### config.mk
export PLATFORM = sky130hd
export DESIGN_NAME = lsu_ctrl_flat
export DESIGN_NICKNAME = d
export VERILOG_FILES = /design/src/rtl/lsu_ctrl_if.sv /design/src/rtl/lsu_ctrl.sv /design/src/flat_wrapper.sv
export SDC_FILE = /design/constraint.sdc
export NUM_CORES = 1
export LEC_CHECK = 0
export CAP_MARGIN = 20
export CORE_MARGIN = 4
export CORE_UTILIZATION = 25
export DETAILED_ROUTE_END_ITERATION = 12
export PLACE_DENSITY = 0.48
export SYNTH_ARGS = -nofsm -noshare
export SYNTH_HDL_FRONTEND = slang
export SYNTH_SLANG_ARGS = --single-unit
### constraint.sdc
create_clock -name clk -period 2.35 [get_ports clk]
set_clock_uncertainty 0.15 [all_clocks]
set_input_delay 0.3525 -clock clk [delete_from_list [all_inputs] [get_ports clk]]
set_output_delay 0.3525 -clock clk [all_outputs]
set_load 0.01 [all_outputs]
### src/rtl/lsu_ctrl_if.sv
// lsu_ctrl_if: core-side request/response and data-memory
// byte-enable request/response bundle for the load/store unit.
// Ports (slave = LSU side):
//   core_valid/ready/we/func3/addr/wdata : request from execute
//   core_done/err/rdata                  : completion to core
//   mem_req/we/addr/be/wdata, mem_gnt    : memory request channel
//   mem_rvalid/rdata                     : memory read response
interface lsu_ctrl_if #(
  parameter int ADDR_W = 32
);
  logic              core_valid;
  logic              core_ready;
  logic              core_we;
  logic [2:0]        core_func3;
  logic [ADDR_W-1:0] core_addr;
  logic [31:0]       core_wdata;
  logic              core_done;
  logic              core_err;
  logic [31:0]       core_rdata;
  logic              mem_req;
  logic              mem_we;
  logic [ADDR_W-1:0] mem_addr;
  logic [3:0]        mem_be;
  logic [31:0]       mem_wdata;
  logic              mem_gnt;
  logic              mem_rvalid;
  logic [31:0]       mem_rdata;

  modport master (
    output core_valid, core_we, core_func3,
    output core_addr, core_wdata,
    output mem_gnt, mem_rvalid, mem_rdata,
    input  core_ready, core_done, core_err,
    input  core_rdata,
    input  mem_req, mem_we, mem_addr,
    input  mem_be, mem_wdata
  );

  modport slave (
    input  core_valid, core_we, core_func3,
    input  core_addr, core_wdata,
    input  mem_gnt, mem_rvalid, mem_rdata,
    output core_ready, core_done, core_err,
    output core_rdata,
    output mem_req, mem_we, mem_addr,
    output mem_be, mem_wdata
  );
endinterface

### src/rtl/lsu_ctrl.sv
// lsu_ctrl: load/store unit, word-aligned byte-enable requests,
// load merge and extension. Ports: clk, rst (sync, active high),
// bus (lsu_ctrl_if.slave). Macro LSU_MISALIGN_SPLIT_EN enables
// misaligned access (two beats when crossing a word); otherwise
// misaligned accesses fault without touching memory.
module lsu_ctrl #(
  parameter int ADDR_W  = 32,
  parameter int TIMEOUT = 255
) (
  input  logic      clk,
  input  logic      rst,
  lsu_ctrl_if.slave bus
);

  typedef enum logic [2:0] {
    IDLE,
    REQ1,
    WAIT1,
`ifdef LSU_MISALIGN_SPLIT_EN
    REQ2,
    WAIT2,
`endif
    DONE
  } state_t;

  state_t            state_q, state_d;
  logic              we_q;
  logic [2:0]        f3_q;
  logic [ADDR_W-1:0] addr_q;
  logic [31:0]       wdata_q;
  logic [31:0]       rdata_q;
  logic              err_q;
  logic [31:0]       tmo_q;

  logic              accept;
  logic              in_fault;
  logic              tmo_hit;
  logic              tmo_err;
  logic              ld_fin;
  logic [31:0]       ld_val;
  logic [1:0]        off;
  logic [3:0]        mask;
  logic [3:0]        be1;
  logic [31:0]       wd1;
  logic [ADDR_W-1:0] base;

  assign accept  = bus.core_valid & bus.core_ready;
  assign off     = addr_q[1:0];
  assign base    = {addr_q[ADDR_W-1:2], 2'b00};
  assign be1     = mask << off;
  assign wd1     = wdata_q << {off, 3'b000};
  assign tmo_hit = (TIMEOUT != 0) &&
                   (tmo_q == 32'(TIMEOUT - 1));

  always_comb begin
    case (f3_q[1:0])
      2'b00:   mask = 4'b0001;
      2'b01:   mask = 4'b0011;
      default: mask = 4'b1111;
    endcase
  end

`ifdef LSU_MISALIGN_SPLIT_EN
  logic [31:0]       rd1_q;
  logic [2:0]        size3;
  logic [2:0]        sh2;
  logic              cross;
  logic [3:0]        be2;
  logic [31:0]       wd2;

  // sh2: byte distance from the access start to the next word
  assign size3 = (f3_q[1:0] == 2'b00) ? 3'd1 :
                 (f3_q[1:0] == 2'b01) ? 3'd2 : 3'd4;
  assign sh2   = 3'd4 - {1'b0, off};
  assign cross = ({1'b0, off} + size3) > 3'd4;
  assign be2   = mask >> sh2;
  assign wd2   = wdata_q >> {sh2, 3'b000};
`endif

  // Fault check on the incoming request, decided at accept
  always_comb begin
    logic [2:0] f3;
    logic       bad;
    f3 = bus.core_func3;
    if (bus.core_we)
      bad = f3[2] | (f3[1:0] == 2'b11);
    else
      bad = (f3[1:0] == 2'b11) | (f3[2] & f3[1]);
`ifdef LSU_MISALIGN_SPLIT_EN
    in_fault = bad;
`else
    in_fault = bad |
      ((f3[1:0] == 2'b01) & bus.core_addr[0]) |
      ((f3[1:0] == 2'b10) & (bus.core_addr[1:0] != 2'b00));
`endif
  end

  function automatic logic [31:0] ext(
    input logic [2:0]  f3,
    input logic [31:0] v
  );
    case (f3[1:0])
      2'b00:   ext = f3[2] ? {24'b0, v[7:0]}
                           : {{24{v[7]}}, v[7:0]};
      2'b01:   ext = f3[2] ? {16'b0, v[15:0]}
                           : {{16{v[15]}}, v[15:0]};
      default: ext = v;
    endcase
  endfunction

  always_comb begin
    state_d       = state_q;
    bus.mem_req   = 1'b0;
    bus.mem_we    = 1'b0;
    bus.mem_addr  = '0;
    bus.mem_be    = 4'b0000;
    bus.mem_wdata = 32'b0;
    tmo_err       = 1'b0;
    ld_fin        = 1'b0;
    ld_val        = 32'b0;
    unique case (state_q)
      IDLE: begin
        if (accept) state_d = in_fault ? DONE : REQ1;
      end
      REQ1: begin
        bus.mem_req   = 1'b1;
        bus.mem_we    = we_q;
        bus.mem_addr  = base;
        bus.mem_be    = be1;
        bus.mem_wdata = wd1;
        if (bus.mem_gnt) begin
`ifdef LSU_MISALIGN_SPLIT_EN
          if (we_q) state_d = cross ? REQ2 : DONE;
`else
          if (we_q) state_d = DONE;
`endif
          else      state_d = WAIT1;
        end else if (tmo_hit) begin
          state_d = DONE;
          tmo_err = 1'b1;
        end
      end
      WAIT1: begin
        if (bus.mem_rvalid) begin
`ifdef LSU_MISALIGN_SPLIT_EN
          if (cross) begin
            state_d = REQ2;
          end else begin
            state_d = DONE;
            ld_fin  = 1'b1;
            ld_val  = bus.mem_rdata >> {off, 3'b000};
          end
`else
          state_d = DONE;
          ld_fin  = 1'b1;
          ld_val  = bus.mem_rdata >> {off, 3'b000};
`endif
        end else if (tmo_hit) begin
          state_d = DONE;
          tmo_err = 1'b1;
        end
      end
`ifdef LSU_MISALIGN_SPLIT_EN
      REQ2: begin
        bus.mem_req   = 1'b1;
        bus.mem_we    = we_q;
        bus.mem_addr  = base + ADDR_W'(4);
        bus.mem_be    = be2;
        bus.mem_wdata = wd2;
        if (bus.mem_gnt) begin
          state_d = we_q ? DONE : WAIT2;
        end else if (tmo_hit) begin
          state_d = DONE;
          tmo_err = 1'b1;
        end
      end
      WAIT2: begin
        if (bus.mem_rvalid) begin
          state_d = DONE;
          ld_fin  = 1'b1;
          ld_val  = (rd1_q >> {off, 3'b000}) |
                    (bus.mem_rdata << {sh2, 3'b000});
        end else if (tmo_hit) begin
          state_d = DONE;
          tmo_err = 1'b1;
        end
      end
`endif
      DONE:    state_d = IDLE;
      default: state_d = IDLE;
    endcase
  end

  always_ff @(posedge clk) begin
    if (rst) begin
      state_q <= IDLE;
      we_q    <= 1'b0;
      f3_q    <= 3'b000;
      addr_q  <= '0;
      wdata_q <= 32'b0;
      rdata_q <= 32'b0;
      err_q   <= 1'b0;
      tmo_q   <= 32'b0;
`ifdef LSU_MISALIGN_SPLIT_EN
      rd1_q   <= 32'b0;
`endif
    end else begin
      state_q <= state_d;
      if (state_d != state_q || state_q == IDLE)
        tmo_q <= 32'b0;
      else
        tmo_q <= tmo_q + 32'd1;
      if (accept) begin
        we_q    <= bus.core_we;
        f3_q    <= bus.core_func3;
        addr_q  <= bus.core_addr;
        wdata_q <= bus.core_wdata;
        err_q   <= in_fault;
      end
      if (tmo_err) err_q <= 1'b1;
      if (ld_fin)  rdata_q <= ext(f3_q, ld_val);
`ifdef LSU_MISALIGN_SPLIT_EN
      if (state_q == WAIT1 && bus.mem_rvalid)
        rd1_q <= bus.mem_rdata;
`endif
    end
  end

  assign bus.core_ready = (state_q == IDLE);
  assign bus.core_done  = (state_q == DONE);
  assign bus.core_err   = (state_q == DONE) & err_q;
  assign bus.core_rdata = rdata_q;

endmodule

### src/flat_wrapper.sv
// flat-port wrapper written by rule: the top's interface ports become plain ports
module lsu_ctrl_flat 
#(
  parameter int ADDR_W  = 32,
  parameter int TIMEOUT = 255
)
  (clk, rst, bus_core_valid, bus_core_we, bus_core_func3, bus_core_addr, bus_core_wdata, bus_mem_gnt, bus_mem_rvalid, bus_mem_rdata, bus_core_ready, bus_core_done, bus_core_err, bus_core_rdata, bus_mem_req, bus_mem_we, bus_mem_addr, bus_mem_be, bus_mem_wdata);
  lsu_ctrl_if #(.ADDR_W(ADDR_W)) bus_i ();
  input  logic clk;
  input  logic rst;
  input wire logic [$bits(bus_i.core_valid)-1:0] bus_core_valid;
  input wire logic [$bits(bus_i.core_we)-1:0] bus_core_we;
  input wire logic [$bits(bus_i.core_func3)-1:0] bus_core_func3;
  input wire logic [$bits(bus_i.core_addr)-1:0] bus_core_addr;
  input wire logic [$bits(bus_i.core_wdata)-1:0] bus_core_wdata;
  input wire logic [$bits(bus_i.mem_gnt)-1:0] bus_mem_gnt;
  input wire logic [$bits(bus_i.mem_rvalid)-1:0] bus_mem_rvalid;
  input wire logic [$bits(bus_i.mem_rdata)-1:0] bus_mem_rdata;
  output wire logic [$bits(bus_i.core_ready)-1:0] bus_core_ready;
  output wire logic [$bits(bus_i.core_done)-1:0] bus_core_done;
  output wire logic [$bits(bus_i.core_err)-1:0] bus_core_err;
  output wire logic [$bits(bus_i.core_rdata)-1:0] bus_core_rdata;
  output wire logic [$bits(bus_i.mem_req)-1:0] bus_mem_req;
  output wire logic [$bits(bus_i.mem_we)-1:0] bus_mem_we;
  output wire logic [$bits(bus_i.mem_addr)-1:0] bus_mem_addr;
  output wire logic [$bits(bus_i.mem_be)-1:0] bus_mem_be;
  output wire logic [$bits(bus_i.mem_wdata)-1:0] bus_mem_wdata;
  assign bus_i.core_valid = bus_core_valid;
  assign bus_i.core_we = bus_core_we;
  assign bus_i.core_func3 = bus_core_func3;
  assign bus_i.core_addr = bus_core_addr;
  assign bus_i.core_wdata = bus_core_wdata;
  assign bus_i.mem_gnt = bus_mem_gnt;
  assign bus_i.mem_rvalid = bus_mem_rvalid;
  assign bus_i.mem_rdata = bus_mem_rdata;
  assign bus_core_ready = bus_i.core_ready;
  assign bus_core_done = bus_i.core_done;
  assign bus_core_err = bus_i.core_err;
  assign bus_core_rdata = bus_i.core_rdata;
  assign bus_mem_req = bus_i.mem_req;
  assign bus_mem_we = bus_i.mem_we;
  assign bus_mem_addr = bus_i.mem_addr;
  assign bus_mem_be = bus_i.mem_be;
  assign bus_mem_wdata = bus_i.mem_wdata;
  lsu_ctrl #(.ADDR_W(ADDR_W), .TIMEOUT(TIMEOUT)) u_core (.clk(clk), .rst(rst), .bus(bus_i));
endmodule
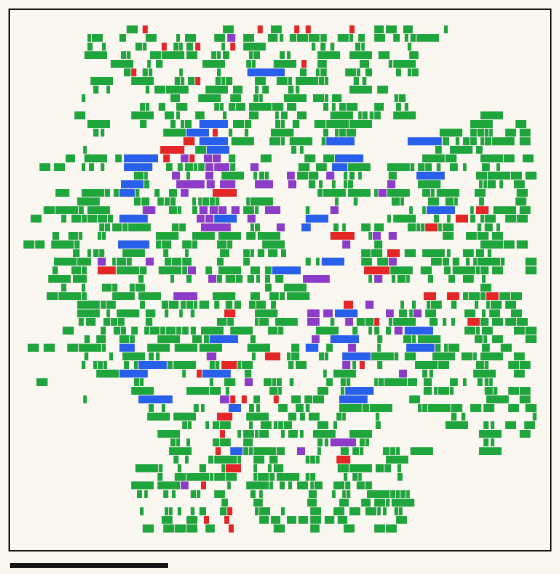
Figure 1: cell sizes after repair.
Scale bar: 50 microns.
Blue marks _6 and larger, cells 38. Red marks _2 cells, cells 48. Purple marks _3 and _4 cells, cells 60. Green marks _0 and _1 cells, cells 928.
area delta synth->final: 50.51%
worst setup margin: 0.08246 ns

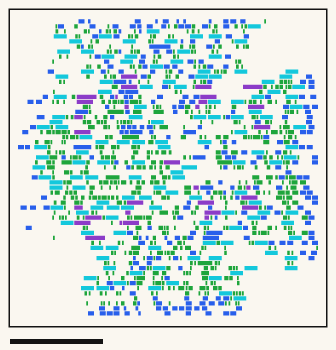
Figure 2: placement by cell class.
Scale bar: 50 microns.
Blue marks other buffers and delay cells, cells 259. Cyan marks flops, cells 136. Purple marks clock drivers and dummy loads, cells 31. Green marks combinational and other logic, cells 648.

==> results_dict.tcl <==
# metrics dict for downstream scripts
set metrics [dict create \
    clkCellAreaFrac_pct 6.169 \
    hold_path.class "in -> reg" \
    netlist_area_sq_um 6616 \
    avgViaCountPerCell 4.643 \
    num-nonclk-buffers 259 \
    cp_max_fo 9 \
    crit_path_end_kind "output port" \
    fin_crit_ns 2.268 \
    arrival_ns 1.77 \
    p_int_w 0.004546 \
    firstDrtPassIters 4 \
    seq_share_pct 27.42 \
    cp.required_ns 1.85 \
    yosys-stat-area_sq_um 6616 \
    largestClassByArea "combinational gates" \
    cp-start-kind "flop" \
    grt_antenna_before_repair 1 \
    clk_latency_ns 0.41 \
    core_area_sq_um 26060 \
    seq_cell_count 136 \
    grt-ovfl-total 0 \
    drtIter0Drc 345 \
    inverters 8 \
    logic_area_sq_um 3689 \
    wirelength_met1_mm 11.13 \
    grt_pass1_wl_mm 36.36 \
    wl_met2_mm 11.36 \
    cts_tree "yes" \
    synthFlopType "dfxtp_1" \
    ios 210 \
    pre_cts_slack_ns -0.4310 \
    power.clock.fraction_pct 46.2 \
    top_layer "met4" \
    status "finished clean" \
    met3_usage_pct 3.420 \
    power_leader "clock" \
    remaining_drc_errors 0 \
    slew_violations 0 \
    tool_warnings 31 \
    ys_cells 849 \
    clkbuf_count 20 \
    setup_viol 0 \
    initial_core_util_pct 25.39 \
    cts_max_level 4 \
    ant_nets 0 \
    pwr-share-seq_pct 40.3 \
    layout.nets 1169 \
    wl_met3_mm 1.186 \
    postCtsHoldBufs 0 \
    synth.top_cells.by_count "nand2_1 (189), dfxtp_1 (136), a21oi_1 (98)" \
    seqCellArea_sq_um 2730 \
    leakage_nw 3.694 \
    p_per_area_nw_per_um2 608.0 \
    worstMarginPinSlew_ns 0.7833 \
    grt_pass1_vias 6371 \
    row_count 59 \
    num-multi-input-gates 640 \
    top_cell "nand2_1" \
    p_switching_w 0.001509 \
    max_slew_margin_pct 47.78 \
    nFillCells 2702 \
    grt_max_degree 104 \
    die-width_microns 170.7 \
    pg_comb_w 0.000815 \
    use_met1_pct 21.48 \
    post-route-period-util_pct 96.49 \
]
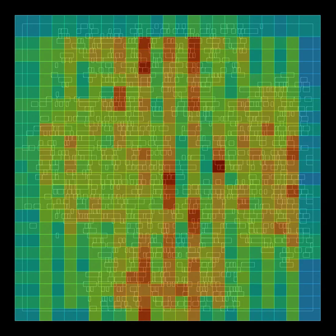
Figure 3: congestion heat map.
fin util: 38.21%
GR Layer Usage met2: 25.98%
total track usage: 15.86%

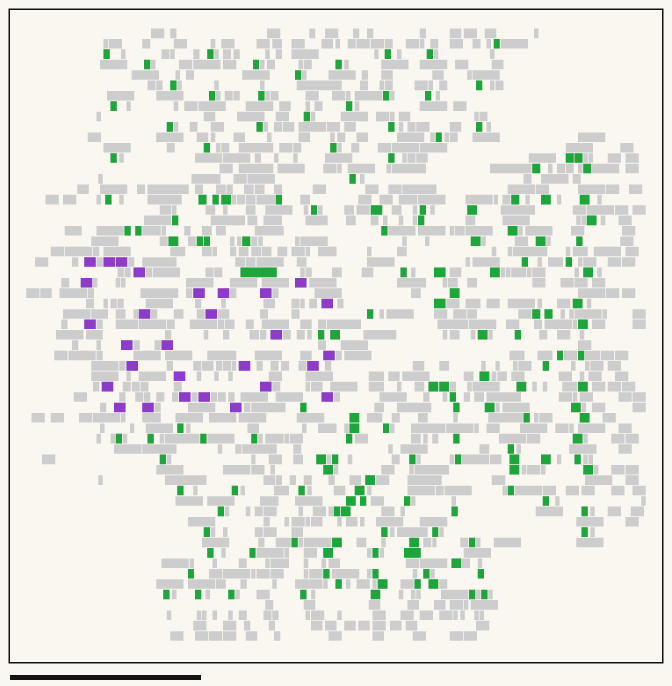
Figure 4: gate families picked out.
Scale bar: 50 microns.
Purple marks XOR/XNOR gates, cells 29. Green marks inverting AOI/OAI gates, cells 159, where widely spread.
non-filler cells, final: 1410
logic share of the area: 37.04%
most frequent logic cell in the layout: nand2_1

[stage by stage]
stage	cell area [sq um]	power, W
global placement	9255	0.003261
finish	9958	0.006055
floorplan	6624	0.002853
detailed placement	9255	0.003261
global route	9958	0.006317
CTS	9912	0.006134
[kinds of logic after synthesis]
family / share of synthesized area, %
and+or+nand+nor: 28.82
AOI/OAI and AO/OA: 14.52
DFF: 41.15
buffers and inverters: 4.841
muxes: 6.392
xor gates and xnor gates: 3.839
adders and majority gates: 0.3782
other: 0.05668
[layout by cell type, fill, tap and decap left out, types with 19 or more instances in the layout]
cell             netlist  routed
a21oi_1               98      98
mux2i_1               31      26
a211oi_1              35      34
and2_1                43      42
nor2_1                61      60
nor3_1                39      37
clkbuf_16              0      19
dlygate4sd2_1          0      38
dfxtp_1              136     132
buf_4                  2      41
nand2_1              189     188
xor2_1                24      24
clkdlybuf4s50_1        0     136
[final timing paths]
path,startpoint,endpoint,slack [ns],depth (start not counted)
setup / recovery,u_core.state_q[1],bus_mem_wdata[14],0.08,7
hold / removal,rst,u_core.state_q[0],0.13,3
hold reg to reg,u_core.addr_q[17],u_core.addr_q[17],0.30,2
setup reg to reg,u_core.tmo_q[0],u_core.tmo_q[29],0.17,8
[state kept, by name, summed over array words and instances, names as in the netlist]
name	count
u_core.err_q	1
u_core.bus.core_rdata	32
u_core.wdata_q	32
u_core.addr_q	32
u_core.f3_q	3
u_core.tmo_q	32
u_core.we_q	1
u_core.state_q	3
[critical path: stages (launching register included)]
cell and delay (ns):
dfxtp_2 0.33, nand2b_4 0.14, nand2b_4 0.16, inv_6 0.09
nand2_4 0.06, buf_4 0.18, nor2_1 0.12, dlygate4sd2_1 0.28
[repair_timing]
item	in CTS	in global routing
pin swaps	3	2
resized	111	58
setup buffers	3	2
setup endpoints to repair	99	72
cloned	3	2
Power is estimated from default activity; no workload was simulated.
